## src/rtl/nvme_pkg.sv

```systemverilog
// Shared constants, state encoding and ring arithmetic for the NVMe SQ/CQ responder.
package nvme_pkg;

    localparam logic [31:0] SQ_BASE_DEFAULT = 32'h0000_0000;
    localparam logic [31:0] CQ_BASE_DEFAULT = 32'h0000_1000;

    localparam int SQE_DWORDS    = 16;
    localparam int CQE_DWORDS    = 4;
    localparam int CQE_PHASE_BIT = 16;
    localparam int CQE_CID_W     = 16;

    typedef enum logic [2:0] {
        ST_IDLE,
        ST_FETCH,
        ST_DISPATCH,
        ST_WAIT_STS,
        ST_POST_WAIT,
        ST_POST
    } state_e;

    function automatic logic [7:0] ring_inc(input logic [7:0] idx, input int depth);
        return (idx == 8'(depth - 1)) ? 8'd0 : idx + 8'd1;
    endfunction

endpackage

```

## src/rtl/nvme_ring_ptr.sv

```systemverilog
// Ring index with wrap at DEPTH; phase starts at 1 and flips on every wrap to 0.
// Index and phase update on the clock edge after inc.
module nvme_ring_ptr
    import nvme_pkg::*;
#(
    parameter int DEPTH = 16
) (
    input  logic       clk_in,
    input  logic       resetb,
    input  logic       inc,
    output logic [7:0] idx,
    output logic       phase
);

    logic [7:0] idx_q, idx_d;
    logic       phase_q, phase_d;

    always_comb begin
        idx_d   = idx_q;
        phase_d = phase_q;
        if (inc) begin
            idx_d = ring_inc(idx_q, DEPTH);
            if (idx_q == 8'(DEPTH - 1)) begin
                phase_d = ~phase_q;
            end
        end
    end

    always_ff @(posedge clk_in or negedge resetb) begin
        if (!resetb) begin
            idx_q   <= 8'd0;
            phase_q <= 1'b1;
        end else begin
            idx_q   <= idx_d;
            phase_q <= phase_d;
        end
    end

    assign idx   = idx_q;
    assign phase = phase_q;

endmodule

```

## src/rtl/nvme_sq_cq_responder.sv

```systemverilog
// Device-side SQ fetch / CQ post engine: one command in flight, 17-cycle fetch, 4-cycle post.
// Stalls in DISPATCH on cmd_ready, WAIT_STS on sts_valid, POST_WAIT while the CQ is full.
module nvme_sq_cq_responder
    import nvme_pkg::*;
#(
    parameter logic [31:0] SQ_BASE_ADDRESS = SQ_BASE_DEFAULT,
    parameter logic [31:0] CQ_BASE_ADDRESS = CQ_BASE_DEFAULT,
    parameter int          QUEUE_DEPTH     = 16,
    parameter logic [15:0] SQ_ID           = 16'd0
) (
    input  logic         clk_in,
    input  logic         resetb,
    input  logic         sq_tail_db_valid,
    input  logic [7:0]   sq_tail_db,
    input  logic         cq_head_db_valid,
    input  logic [7:0]   cq_head_db,
    output logic [31:0]  addrb,
    output logic [31:0]  dinb,
    input  logic [31:0]  doutb,
    output logic [3:0]   web,
    output logic         enb,
    output logic         cmd_valid,
    input  logic         cmd_ready,
    output logic [7:0]   cmd_opc,
    output logic [15:0]  cmd_cid,
    output logic [31:0]  cmd_nsid,
    output logic [63:0]  cmd_prp1,
    output logic [63:0]  cmd_prp2,
    output logic [191:0] cmd_cdw10_15,
    input  logic         sts_valid,
    output logic         sts_ready,
    input  logic [14:0]  sts_code,
    input  logic [31:0]  sts_dw0,
    output logic [7:0]   sq_head,
    output logic [7:0]   cq_tail,
    output logic         cq_phase,
    output logic         cqe_irq,
    output logic         db_err,
    output logic [15:0]  cmd_cnt
);

    state_e         state_q, state_d;
    logic [4:0]     cnt_q, cnt_d;
    logic [7:0]     sq_tail_q, sq_tail_d, cq_head_q, cq_head_d;
    logic           db_err_q, db_err_d, irq_q, irq_d;
    logic [31:0]    addr_q, addr_d;
    logic [15:0]    cmd_cnt_q, cmd_cnt_d;
    logic [7:0]     opc_q, opc_d;
    logic [15:0]    cid_q, cid_d;
    logic [31:0]    nsid_q, nsid_d;
    logic [63:0]    prp1_q, prp1_d, prp2_q, prp2_d;
    logic [191:0]   cdw_q, cdw_d;
    logic [14:0]    code_q, code_d;
    logic [31:0]    res_q, res_d;
    logic [4:0]     cap_idx;
    logic [31:0]    cqe_dw3;
    logic           sq_inc, cq_inc, cq_full, sq_phase_unused;

    nvme_ring_ptr #(.DEPTH(QUEUE_DEPTH)) u_sq_head (
        .clk_in (clk_in), .resetb (resetb), .inc (sq_inc),
        .idx    (sq_head), .phase (sq_phase_unused)
    );

    nvme_ring_ptr #(.DEPTH(QUEUE_DEPTH)) u_cq_tail (
        .clk_in (clk_in), .resetb (resetb), .inc (cq_inc),
        .idx    (cq_tail), .phase (cq_phase)
    );

    assign cq_full = (ring_inc(cq_tail, QUEUE_DEPTH) == cq_head_q);
    assign cap_idx = cnt_q - 5'd1;

    always_comb begin
        state_d   = state_q;
        cnt_d     = cnt_q;
        sq_tail_d = sq_tail_q;
        cq_head_d = cq_head_q;
        db_err_d  = db_err_q;
        irq_d     = 1'b0;
        cmd_cnt_d = cmd_cnt_q;
        opc_d     = opc_q;
        cid_d     = cid_q;
        nsid_d    = nsid_q;
        prp1_d    = prp1_q;
        prp2_d    = prp2_q;
        cdw_d     = cdw_q;
        code_d    = code_q;
        res_d     = res_q;
        addr_d    = addr_q;
        sq_inc    = 1'b0;
        cq_inc    = 1'b0;
        enb       = 1'b0;
        web       = 4'h0;
        dinb      = 32'h0;
        cmd_valid = 1'b0;
        sts_ready = 1'b0;

        cqe_dw3                                = 32'h0;
        cqe_dw3[CQE_CID_W-1:0]                 = cid_q;
        cqe_dw3[CQE_PHASE_BIT]                 = cq_phase;
        cqe_dw3[31:CQE_PHASE_BIT+1]            = code_q;

        if (sq_tail_db_valid) begin
            if ({1'b0, sq_tail_db} < 9'(QUEUE_DEPTH)) sq_tail_d = sq_tail_db;
            else                                      db_err_d  = 1'b1;
        end
        if (cq_head_db_valid) begin
            if ({1'b0, cq_head_db} < 9'(QUEUE_DEPTH)) cq_head_d = cq_head_db;
            else                                      db_err_d  = 1'b1;
        end

        case (state_q)
            ST_IDLE: begin
                if (sq_head != sq_tail_q) state_d = ST_FETCH;
            end
            ST_FETCH: begin
                if (cnt_q < 5'(SQE_DWORDS)) begin
                    enb    = 1'b1;
                    addr_d = SQ_BASE_ADDRESS + 32'({sq_head, 6'b0}) + 32'({cnt_q, 2'b0});
                end
                // read data trails its address by one cycle
                if (cnt_q != 5'd0) begin
                    case (cap_idx)
                        5'd0:  begin opc_d = doutb[7:0]; cid_d = doutb[31:16]; end
                        5'd1:  nsid_d         = doutb;
                        5'd6:  prp1_d[31:0]   = doutb;
                        5'd7:  prp1_d[63:32]  = doutb;
                        5'd8:  prp2_d[31:0]   = doutb;
                        5'd9:  prp2_d[63:32]  = doutb;
                        5'd10, 5'd11, 5'd12, 5'd13, 5'd14, 5'd15:
                            cdw_d[32*(int'(cap_idx) - 10) +: 32] = doutb;
                        default: ;
                    endcase
                end
                if (cnt_q == 5'(SQE_DWORDS)) begin
                    cnt_d   = 5'd0;
                    sq_inc  = 1'b1;
                    state_d = ST_DISPATCH;
                end else begin
                    cnt_d = cnt_q + 5'd1;
                end
            end
            ST_DISPATCH: begin
                cmd_valid = 1'b1;
                if (cmd_ready) state_d = ST_WAIT_STS;
            end
            ST_WAIT_STS: begin
                sts_ready = 1'b1;
                if (sts_valid) begin
                    code_d  = sts_code;
                    res_d   = sts_dw0;
                    state_d = ST_POST_WAIT;
                end
            end
            ST_POST_WAIT: begin
                if (!cq_full) state_d = ST_POST;
            end
            ST_POST: begin
                enb    = 1'b1;
                web    = 4'hf;
                addr_d = CQ_BASE_ADDRESS + 32'({cq_tail, 4'b0}) + 32'({cnt_q, 2'b0});
                // DW3 carries the phase tag, so it must land last
                case (cnt_q)
                    5'd0:    dinb = res_q;
                    5'd1:    dinb = 32'h0;
                    5'd2:    dinb = {SQ_ID, 8'h00, sq_head};
                    default: dinb = cqe_dw3;
                endcase
                if (cnt_q == 5'(CQE_DWORDS - 1)) begin
                    cnt_d     = 5'd0;
                    cq_inc    = 1'b1;
                    irq_d     = 1'b1;
                    cmd_cnt_d = cmd_cnt_q + 16'd1;
                    state_d   = ST_IDLE;
                end else begin
                    cnt_d = cnt_q + 5'd1;
                end
            end
            default: state_d = ST_IDLE;
        endcase
    end

    always_ff @(posedge clk_in or negedge resetb) begin
        if (!resetb) begin
            state_q   <= ST_IDLE;
            cnt_q     <= 5'd0;
            sq_tail_q <= 8'd0;
            cq_head_q <= 8'd0;
            db_err_q  <= 1'b0;
            irq_q     <= 1'b0;
            cmd_cnt_q <= 16'd0;
            addr_q    <= 32'h0;
            opc_q     <= 8'h0;
            cid_q     <= 16'h0;
            nsid_q    <= 32'h0;
            prp1_q    <= 64'h0;
            prp2_q    <= 64'h0;
            cdw_q     <= 192'h0;
            code_q    <= 15'h0;
            res_q     <= 32'h0;
        end else begin
            state_q   <= state_d;
            cnt_q     <= cnt_d;
            sq_tail_q <= sq_tail_d;
            cq_head_q <= cq_head_d;
            db_err_q  <= db_err_d;
            irq_q     <= irq_d;
            cmd_cnt_q <= cmd_cnt_d;
            addr_q    <= addr_d;
            opc_q     <= opc_d;
            cid_q     <= cid_d;
            nsid_q    <= nsid_d;
            prp1_q    <= prp1_d;
            prp2_q    <= prp2_d;
            cdw_q     <= cdw_d;
            code_q    <= code_d;
            res_q     <= res_d;
        end
    end

    assign addrb        = addr_d;
    assign cmd_opc      = opc_q;
    assign cmd_cid      = cid_q;
    assign cmd_nsid     = nsid_q;
    assign cmd_prp1     = prp1_q;
    assign cmd_prp2     = prp2_q;
    assign cmd_cdw10_15 = cdw_q;
    assign cqe_irq      = irq_q;
    assign db_err       = db_err_q;
    assign cmd_cnt      = cmd_cnt_q;

endmodule

```

## config.mk

```make
export PLATFORM = sky130hd
export DESIGN_NAME = nvme_sq_cq_responder
export DESIGN_NICKNAME = d
export VERILOG_FILES = /design/src/rtl/nvme_pkg.sv /design/src/rtl/nvme_ring_ptr.sv /design/src/rtl/nvme_sq_cq_responder.sv
export SDC_FILE = /design/constraint.sdc
export NUM_CORES = 1
export LEC_CHECK = 0
export CORE_MARGIN = 2
export CORE_UTILIZATION = 44
export DETAILED_ROUTE_END_ITERATION = 7
export PLACE_DENSITY_LB_ADDON = 0.08
export SETUP_SLACK_MARGIN = 0.05
export SYNTH_ARGS = -nofsm -noshare
export SYNTH_HDL_FRONTEND = slang
export SYNTH_SLANG_ARGS = --single-unit
```

## constraint.sdc

```tcl
create_clock -name clk_in -period 5.2 [get_ports clk_in]
set_input_delay 0.52 -clock clk_in [delete_from_list [all_inputs] [get_ports clk_in]]
set_output_delay 0.52 -clock clk_in [all_outputs]
set_load 0.02 [all_outputs]
```

Figure 1. Signal wires on met2.
Scale bar: 50 µm.
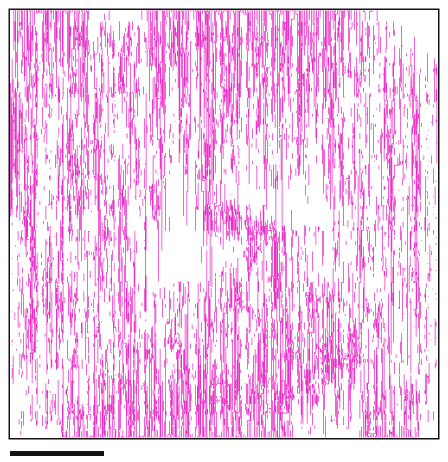
share of all routed wire: 48%
longest straight run: 96.2 µm
wire length on this layer: 34.0 mm
count of vias placed by the detailed router: 15424
GR Util met2: 44.1%
Routed WL: 70700 µm

Figure 2. Wires at chosen ports, followed through buffers.
Scale bar: 50 µm.
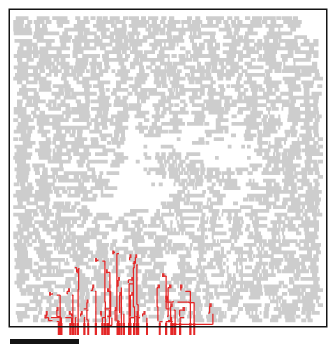
[dinb] red | bits: 32 | direction: output | edge: bottom | end cells: 32 | buffers: 32 | wire: 896 µm
Buffers on Ports: 582
number of I/O pins: 583

Figure 3. Wiring by layer.
Only two layers are drawn.
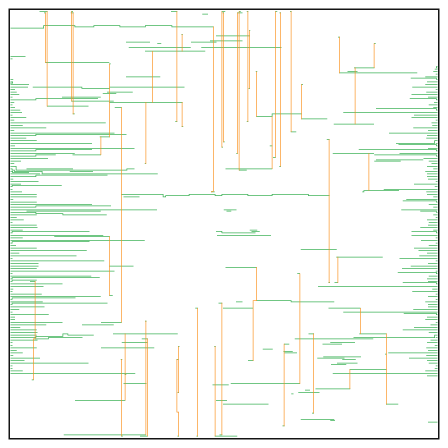
[metal 4] orange | wire length: 2200 µm
[metal 3] green | wire length: 5360 µm
global-route usage over all layers: 27.0%
routed length per instance: 24.2 µm

Figure 4. Placed standard cells.
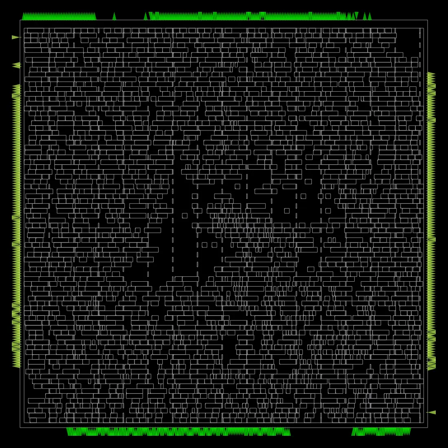
sequential share of cell area: 42.3%
Well Taps: 664
number of placement rows: 81
number of sequential cells in the layout: 514

Figure 5. Sequential cells grouped by signal name.
Other sequential cells in the stronger grey, the rest of the logic in the fainter grey.
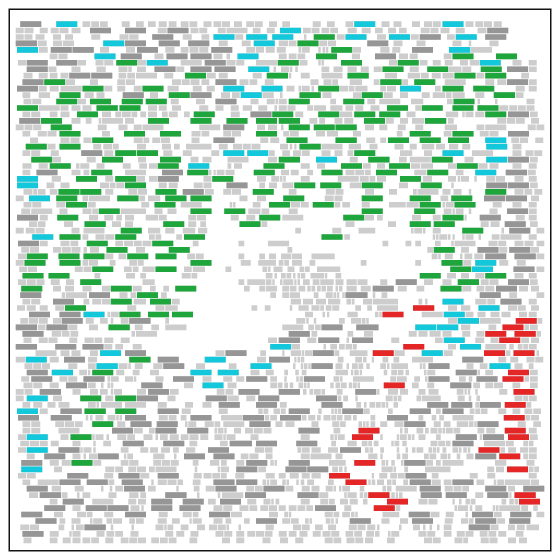
[cmd_cdw10_15] green | sequential cells: 192
[cmd_prp1] cyan | sequential cells: 64 | where: spread over the die
[addr_q] red | sequential cells: 32
not coloured: 226
fin util: 61.9%
sequential cell power: 5.63 mW

==> run summary <==
Result of the run - finished, final reports clean
Seq cells post-synth - 514
Overall overflow remaining after global route - 0
Number of antenna violations at the first check in global routing - 2
Source of the worst register-to-register timing path - cnt_q[0]$_DFFE_PN0N_
Synthesized netlist net count - 1779
Cell with the largest stage delay on the worst path - sky130_fd_sc_hd__or4_2
Cells in synth_stat.txt - 1655
Worst Skew - 0.00859 ns
Unrepaired setup endpoints after global routing - false
Die width - 228 µm
Number of flops mapped to enable cells by yosys - 0
CP required - 5.68 ns
Capturing instance or port of the critical path - cmd_cdw10_15[81]$_DFFE_PN0P_
Maximum operating frequency - 208 MHz
Largest net degree at the start of global routing - 102
Tally of yosys warning messages - 0
Clock period minus final worst setup slack - 4.80 ns
First-pass DRT Iterations - 5
TritonCTS clock tree - built
Count of H-tree levels built during CTS - 2
Crit start category - flop
Nets@finish - 2332
Remaining max-slew budget at the tightest pin - 39.4%
Critical Path Source - cnt_q[0]$_DFFE_PN0N_
Number of cells produced by synthesis - 1655
Wire length of the first global-routing pass - 104000 µm
Clock slew at reported path FFs - 0.06 ns
Initial DRC count - 834
Hold Crit Endpoint - cmd_cnt[15]$_DFFE_PN0P_
Number of failing hold endpoints at the final stage - 0
Met3 Resource Use GR - 7.74%
Detail Placement HPWL - 49300 µm
Floorplan utilization - 44.8%
DRC Markers - 0
Fraction of layout cells with a size suffix above 1 - 23.7%
Transition time at the pin with the least slew margin - 0.908 ns
Root buffer cell - sky130_fd_sc_hd__clkbuf_16
Most Used Layer, Global Route - met2
Max-slew violation total from the final report - 0
Start point of the worst min-delay path - cmd_cnt[15]$_DFFE_PN0P_
Endpoint kind of the worst setup timing path - flop
Area grow syn2layout - 38.4%
Crit path DAT - 5.28 ns
Post-Layout Cell Count - 2918
Setup_tns - 0 ns
Pleak - 13.5 nW
TritonCTS buffer count - 55
Reg2reg path depth - 16
Synthesized area per cell - 13.3 µm²
Worst Hold Class - reg -> reg
Fin crit share - 92.3%
Tally of OpenROAD warnings - 39
Die Y - 228 µm
Placeable core area - 0.0492 mm²
Die footprint - 0.0518 mm²
Worst hold path depth - 1
Power per cell area - 545 mW/mm²
Number of nets with antenna violations after routing - 0
Final setup vio count - 0
Reg-to-Reg End - cmd_cdw10_15[81]$_DFFE_PN0P_
Late-Pin Clk Latency - 0.60 ns
Area figure in the yosys stat output - 0.0220 mm²
Clk buf depth - 3
Dominant Register Cell - sky130_fd_sc_hd__dfrtp_1
Most frequent cells in the layout - 581 x sky130_fd_sc_hd__clkdlybuf4s50_1, 511 x sky130_fd_sc_hd__dfrtp_1, 348 x sky130_fd_sc_hd__mux2_2
Type of the worst setup path - reg -> reg
Slowest cell delay on critical path - 0.57 ns
Fraction of the yosys area taken by sequential cells - 58.5%
Worst ir drop on vdd - 0.409 mV
GR met1 Demand/Resource - 34.7%
Number of cells after detailed placement - 2814
Maxcap violations - 0
Share of flip-flops with an asynchronous set or reset after synthesis - 100%
Overall power of the completed layout - 16.6 mW
Critical-path cell list - inv_2, ha_1, xnor2_1, ha_2, xor2_4, xnor2_1, nor3b_2, nand2_1, ha_1, nor4_1, nand4_1, nor2_1, or4b_4, or4_2, buf_6, mux2_4
Commonest Layout Cell - sky130_fd_sc_hd__clkdlybuf4s50_1
Last weighted congestion value of the routability-driven placer - 0.860
Vias in the first global route - 15962
Clk sinks - 514
R2r setup slk - 0.40 ns
Number of distinct standard cells referenced by the synthesized netlist - 63
CP Max Fanout - 32
Via density per instance - 5.29
Post-synthesis cell area - 0.0220 mm²
[cell usage after synthesis, types with 18 or more instances]
master,number,area (µm²)
sky130_fd_sc_hd__nor2_1,71,267
sky130_fd_sc_hd__mux2_4,30,450
sky130_fd_sc_hd__nand2_1,83,312
sky130_fd_sc_hd__mux2_1,22,248
sky130_fd_sc_hd__xor2_1,29,254
sky130_fd_sc_hd__nand3_1,18,90.1
sky130_fd_sc_hd__mux2i_1,32,320
sky130_fd_sc_hd__xnor2_1,31,272
sky130_fd_sc_hd__dfrtp_1,513,12800
sky130_fd_sc_hd__buf_2,34,170
sky130_fd_sc_hd__mux2_2,348,3920
sky130_fd_sc_hd__nor3b_1,68,510
sky130_fd_sc_hd__a21oi_1,19,95.1
sky130_fd_sc_hd__and2_1,29,181
sky130_fd_sc_hd__clkbuf_1,67,251
sky130_fd_sc_hd__ha_1,22,275
sky130_fd_sc_hd__a22oi_1,31,233
sky130_fd_sc_hd__nor3_1,20,100
sky130_fd_sc_hd__inv_1,46,173
[area by class of cell]
type	instances	area [µm²]
clock buffer	82	1650
tap	664	831
multi-input combinational	969	8500
inverter	48	180
clock inverter	20	236
fill	3903	18700
antenna	1	2.50
sequential	514	12900
timing repair buffer	620	6180
[worst max-delay path: cells and delay by family, from the launching register on]
kind	cells	cell delay [ns]
multiplexers	1	0.36
flip-flops	1	0.46
buffers and inverters	2	0.45
AND/OR/NAND/NOR	7	2.01
adder cells (fa/ha/maj)	3	0.85
XOR/XNOR	3	0.51
[state kept, by name, summed over array words and instances (netlist names)]
register         cells
u_cq_tail.idx        8
cmd_nsid            32
cmd_prp2            64
cnt_q                5
cmd_cid             16
cqe_irq              1
state_q              3
cmd_cdw10_15       192
sq_tail_q            8
u_cq_tail.phase      1
cmd_prp1            64
cmd_opc              8
cmd_cnt             16
u_sq_head.idx        8
code_q              15
addr_q              32
res_q               32
db_err               1
cq_head_q            8
[metal layers]
metal  up-vias  routed length [µm]
li1       6865                   -
met5         -                   0
met2       467               34000
met4         0                2200
met3       111                5360
met1      7981               29100
[timing repair]
item,4_1_cts,5_1_grt
hold buffers,1,0
resized,0,6
buffers inserted,0,0
endpoints found under the setup margin,0,118
hold endpoints to repair,43,0
[cells by family after synthesis]
family / synth area share, %
AOI/OAI and AO/OA: 3.11
xor gates and xnor gates: 2.67
adders and majority gates: 1.34
buffers and inverters: 3.33
DFF: 58.5
muxes: 22.4
and+or+nand+nor: 8.63
[where the power goes]
| group | total [mW] | leakage (nW) | switching (mW) | internal [mW] |
|---|---|---|---|---|
| sequential | 5.63 | 6.57 | 0.639 | 4.99 |
| combinational | 6.92 | 5.98 | 3.85 | 3.06 |
| clock | 4.04 | 0.943 | 1.61 | 2.43 |
[through the flow]
stage / hold slack, ns / area, µm² / setup WS, ns
2_1_floorplan: 0.224 / 22000 / 0.126
3_3_place_gp: 0.460 / 28500 / 0.269
3_5_place_dp: 0.466 / 28500 / 0.133
4_1_cts: 0.477 / 30400 / 0.0739
5_1_grt: 0.486 / 30400 / 0.0988
6_report: 0.473 / 30400 / 0.400
Power and IR drop assume default switching activity.
